### Cells by drive strength

Scale bar: 20 um.
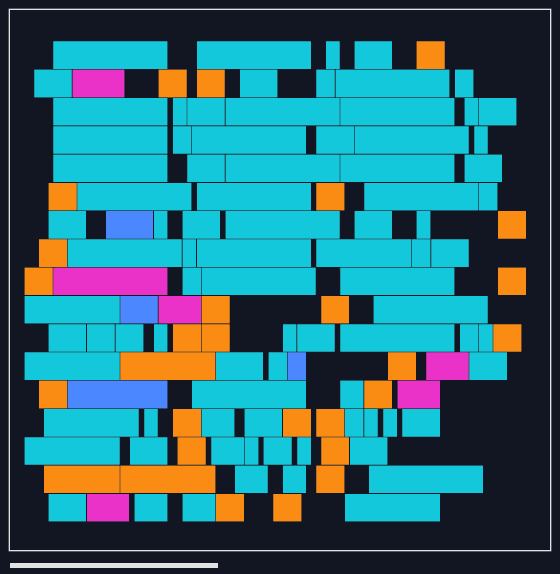
### Wires at chosen ports, followed through buffers

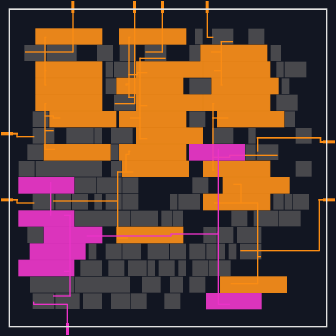
### Metal layers overlaid

Scale bar: 20 um.
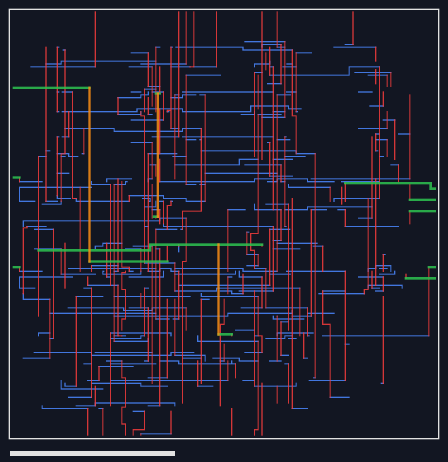
### Clock wiring as the flow saved it

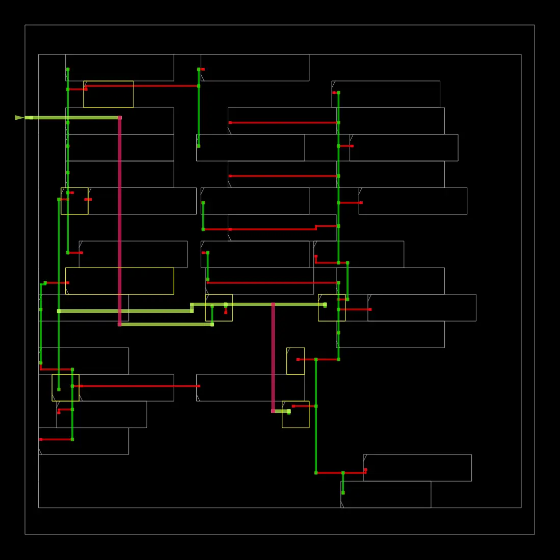
### Sequential cells colored by netlist name

Scale bar: 20 um. Other sequential cells in the stronger gray, the rest of the logic in the fainter gray.
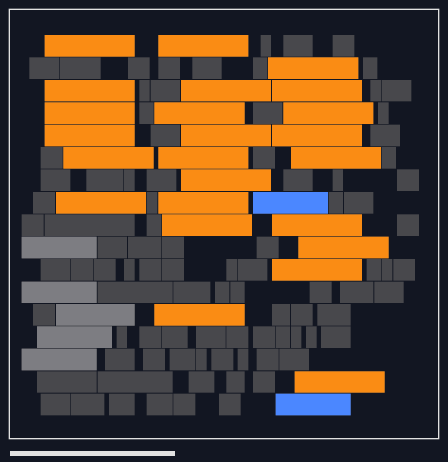
--- config.mk ---
export PLATFORM = sky130hd
export DESIGN_NAME = fifo_rd_stream
export DESIGN_NICKNAME = d
export VERILOG_FILES = /design/src/rtl/fifo_pkg.sv /design/src/rtl/fifo_out_buf.sv /design/src/rtl/fifo_rd_stream.sv
export SDC_FILE = /design/constraint.sdc
export NUM_CORES = 1
export LEC_CHECK = 0
export CORE_MARGIN = 1
export CORE_UTILIZATION = 50
export CTS_CLUSTER_SIZE = 24
export DETAILED_ROUTE_END_ITERATION = 10
export PLACE_DENSITY = 0.76
export SLEW_MARGIN = 10
export SYNTH_ARGS = -nofsm -noshare
export SYNTH_HDL_FRONTEND = slang
export SYNTH_HIERARCHICAL = 1
export SYNTH_SLANG_ARGS = --single-unit
--- constraint.sdc ---
create_clock -name rd_clk -period 1.9 [get_ports rd_clk]
set_clock_uncertainty 0.2 [all_clocks]
set_input_delay 0.38 -clock rd_clk [delete_from_list [all_inputs] [get_ports rd_clk]]
set_output_delay 0.38 -clock rd_clk [all_outputs]
set_load 0.02 [all_outputs]
--- src/rtl/fifo_pkg.sv ---
// Shared definitions for the FIFO read and write sides: default sizes,
// count-width sizing and the wrapping pointer increment.
package fifo_pkg;

    localparam int DATA_WIDTH_DEF = 8;
    localparam int OUT_DEPTH_DEF  = 3;

    // Bits needed to hold a count from 0 up to and including depth.
    function automatic int cnt_width(input int depth);
        return $clog2(depth + 1);
    endfunction

    // Explicit wrap keeps non-power-of-2 depths legal.
    function automatic int ptr_wrap(input int ptr, input int depth);
        return (ptr >= depth - 1) ? 0 : ptr + 1;
    endfunction

endpackage

--- src/rtl/fifo_out_buf.sv ---
// Small circular register buffer: push at tail, pop at head, occupancy count
// and the head word presented directly from storage.
module fifo_out_buf
    import fifo_pkg::*;
#(
    parameter int DATA_WIDTH = DATA_WIDTH_DEF,
    parameter int DEPTH      = OUT_DEPTH_DEF,
    parameter int CNT_W      = cnt_width(DEPTH)
) (
    input  logic                  rd_clk,
    input  logic                  rd_rst,
    input  logic                  push,
    input  logic [DATA_WIDTH-1:0] push_data,
    input  logic                  pop,
    output logic [CNT_W-1:0]      count,
    output logic [DATA_WIDTH-1:0] head_data
);

    localparam int PTR_W = (DEPTH > 1) ? $clog2(DEPTH) : 1;

    logic [DATA_WIDTH-1:0] store [DEPTH];
    logic [PTR_W-1:0]      head;
    logic [PTR_W-1:0]      tail;

    always_ff @(posedge rd_clk or negedge rd_rst) begin
        if (!rd_rst) begin
            head  <= '0;
            tail  <= '0;
            count <= '0;
        end else begin
            if (push) begin
                tail <= PTR_W'(ptr_wrap(int'(tail), DEPTH));
            end
            if (pop) begin
                head <= PTR_W'(ptr_wrap(int'(head), DEPTH));
            end
            if (push && !pop) begin
                count <= count + CNT_W'(1);
            end else if (pop && !push) begin
                count <= count - CNT_W'(1);
            end
        end
    end

    // Storage needs no reset; only entries between head and tail are ever read.
    always_ff @(posedge rd_clk) begin
        if (push) begin
            store[tail] <= push_data;
        end
    end

    assign head_data = store[head];

endmodule

--- src/rtl/fifo_rd_stream.sv ---
// FIFO read-side output stage: issues RAM reads against buffer credit and
// presents captured words as a registered first-word-fall-through stream.
module fifo_rd_stream
    import fifo_pkg::*;
#(
    parameter int DATA_WIDTH = DATA_WIDTH_DEF,
    parameter int OUT_DEPTH  = OUT_DEPTH_DEF,
    parameter int CNT_W      = cnt_width(OUT_DEPTH)
) (
    input  logic                  rd_clk,
    input  logic                  rd_rst,
    input  logic                  fifo_empty,
    output logic                  fifo_rd_en,
    input  logic [DATA_WIDTH-1:0] mem_rdata,
    output logic                  m_valid,
    input  logic                  m_ready,
    output logic [DATA_WIDTH-1:0] m_data,
    output logic [CNT_W-1:0]      out_level
);

    logic             inflight;
    logic [CNT_W-1:0] count;
    logic [CNT_W:0]   pending;
    logic             pop;

    // Credit counts the word still coming out of the RAM so a capture always has room.
    assign pending    = {1'b0, count} + {{CNT_W{1'b0}}, inflight};
    assign fifo_rd_en = !fifo_empty && (pending < (CNT_W + 1)'(OUT_DEPTH));

    assign m_valid   = (count != '0);
    assign pop       = m_valid && m_ready;
    assign out_level = count;

    always_ff @(posedge rd_clk or negedge rd_rst) begin
        if (!rd_rst) begin
            inflight <= 1'b0;
        end else begin
            inflight <= fifo_rd_en;
        end
    end

    fifo_out_buf #(
        .DATA_WIDTH (DATA_WIDTH),
        .DEPTH      (OUT_DEPTH),
        .CNT_W      (CNT_W)
    ) u_out_buf (
        .rd_clk    (rd_clk),
        .rd_rst    (rd_rst),
        .push      (inflight),
        .push_data (mem_rdata),
        .pop       (pop),
        .count     (count),
        .head_data (m_data)
    );

    a_rd_en_not_empty: assert property (@(posedge rd_clk) disable iff (!rd_rst)
        fifo_rd_en |-> !fifo_empty);

    a_count_bound: assert property (@(posedge rd_clk) disable iff (!rd_rst)
        count <= CNT_W'(OUT_DEPTH));

    a_no_push_when_full: assert property (@(posedge rd_clk) disable iff (!rd_rst)
        inflight |-> (count != CNT_W'(OUT_DEPTH)));

endmodule

==> GITHUB_STEP_SUMMARY <==
## Implementation flow summary

| Metric | Value |
|---|---|
| Status | `finished, violations left` |
| Failing checks | `negative setup slack` |
| Critical Path, Cell by Cell | `ha_4 -> ha_4 -> a211oi_4 -> buf_6` |
| WP data required | `1.32 ns` |
| CTS hold repair buffers | `0` |
| Sw Pwr | `0.993 mW` |
| M1 WL | `945 um` |
| # rows | `17` |
| Final Max Tran Viols | `0` |
| Signal buf overhead | `0.190` |
| Top area cell types | `edfxtp_1 (58%), dfrtp_1 (14%), mux2i_1 (7.2%)` |
| DR top layer | `met4` |
| Post-Layout Cell Count | `151` |
| Most frequent cells in the layout | `edfxtp_1 (24), buf_4 (20), clkdlybuf4s50_1 (11), nand2_1 (10)` |
| Leakage | `0.690 nW` |
| Core area | `0.00228 mm2` |
| Top post-synthesis cells by count | `edfxtp_1 (24), nand2_1 (10), mux2i_1 (9), o21ai_1 (9), dfrtp_1 (7)` |
| Port Buffers | `23` |
| Tot GR Track Use | `0.193` |
| Die W | `52.0 um` |
| Post-layout util | `0.747` |
| Total congestion overflow | `0` |
| Area leader, netlist | `edfxtp_1` |
| Initial antenna violation count | `0` |
| Cell Type Count | `19` |
| Vias | `761` |
| CTS root buffer | `clkbuf_4` |
| Finished Cell Area | `0.00170 mm2` |
| Internal power | `1.91 mW` |
| R2R Path End | `u_out_buf/count[1]` |
| Inserted Diodes | `0` |
| Layout cell share with drive strength beyond 1 | `0.309` |
| CP most frequent cell | `ha_4` |
| Most common cell in the synthesized netlist | `edfxtp_1` |
| First-pass GRT wire length | `3440 um` |
| Synth Register Bits | `31` |
| Cts repair resizes | `50` |
| Setup bufs post-CTS | `1` |
| Setup crit start kind | `flip-flop` |
| Dominant logic cell type in the layout | `edfxtp_1` |
| Late-Pin Clk Latency | `0.31 ns` |
| Syn Std Cell Area | `0.00125 mm2` |
| Largest net degree at the start of global routing | `11` |
| Crit path to | `fifo_rd_en` |
| Fp util | `0.548` |
| Worst-path fanout max | `2` |
| Met3 Use GR | `0.0556` |
| Clock network power | `0.518 mW` |
| Sw Share | `0.343` |
| Area delta synth->final | `36.2%` |
| # IOs | `24` |
| Total number of H-tree levels | `2` |
| Max reg flops | `24` |
| Hold Fails Final Rpt | `0` |
| Post-DR vias/cell | `5.04` |
| Yosys xor share | `0.0211` |
| Clock-cell share | `0.0508` |
| CP bufs+invs | `1` |
| Die H | `52.0 um` |
| Sequential Area | `897 um2` |
| Top_reg_cell synth | `edfxtp_1` |
| Placed Cells | `141` |
| Worst-Margin Slew | `0.346 ns` |
| Setup ws final | `-0.177 ns` |
| DR WL met2 | `1120 um` |
| RSZ-0062 raised after global routing | `yes` |
| Iter 0 DRT Violations | `9` |
| WP depth | `4` |
| Grt met1 use | `0.222` |
| Seq share, synth | `0.718` |
| Global-route met2 utilization | `0.314` |
| Biggest consumer | `combinational cells` |
| FMAX | `481 MHz` |
| Dominant comb cell | `multiplexers` |
| Placed cell area | `0.00159 mm2` |
| VDD IR max | `1.35 mV` |
| Crit path capture type | `output port` |
| Tmin final | `2.08 ns` |
| Drc violations | `0` |
| Yosys top cell area share | `0.578` |
| Combinational group power | `1.35 mW` |
| Setup Viol. Count Final | `1` |
| Reg clk slew, reported paths | `0.10 ns` |
| Pre-CTS setup slack | `-0.438 ns` |
| Critical path type | `reg -> out` |
| Filler cells | `154` |
| WL met3 | `71 um` |
Notes on 'Cells by drive strength' above:
legend:
  orange:
    size: x3 and x4
    cells: 28
    share: 23%
  blue:
    size: x2
    cells: 4
    share: 3.3%
  cyan:
    size: x1 and smaller
    cells: 85
    share: 69%
  magenta:
    size: x6 and larger
    cells: 6
    share: 4.9%

Notes on 'Wires at chosen ports, followed through buffers' above:
legend:
  magenta:
    port: `rd_rst`
    bits: 1
    direction: input
    edge: bottom
    end_cells: 7
    wire: 82.0 um
  orange:
    port: `mem_rdata`
    bits: 8
    direction: input
    edge: 4 top, 2 right, 2 left
    end_cells: 24
    wire: 245 um

Notes on 'Metal layers overlaid' above:
legend:
  green:
    layer: M3
    wire_length: 71.7 um
  orange:
    layer: M4
    wire_length: 46.9 um
  red:
    layer: M2
    wire_length: 1120 um
  blue:
    layer: M1
    wire_length: 946 um

Notes on 'Clock wiring as the flow saved it' above:
CLK BUF: 6
clk sinks: 31
sequential cells: 31

Notes on 'Sequential cells colored by netlist name' above:
legend:
  blue:
    name_in_the_netlist: `u_out_buf/head`
    sequential_cells: 2
  orange:
    name_in_the_netlist: `u_out_buf/store`
    sequential_cells: 24
not colored: 5

Power and IR drop assume default switching activity.
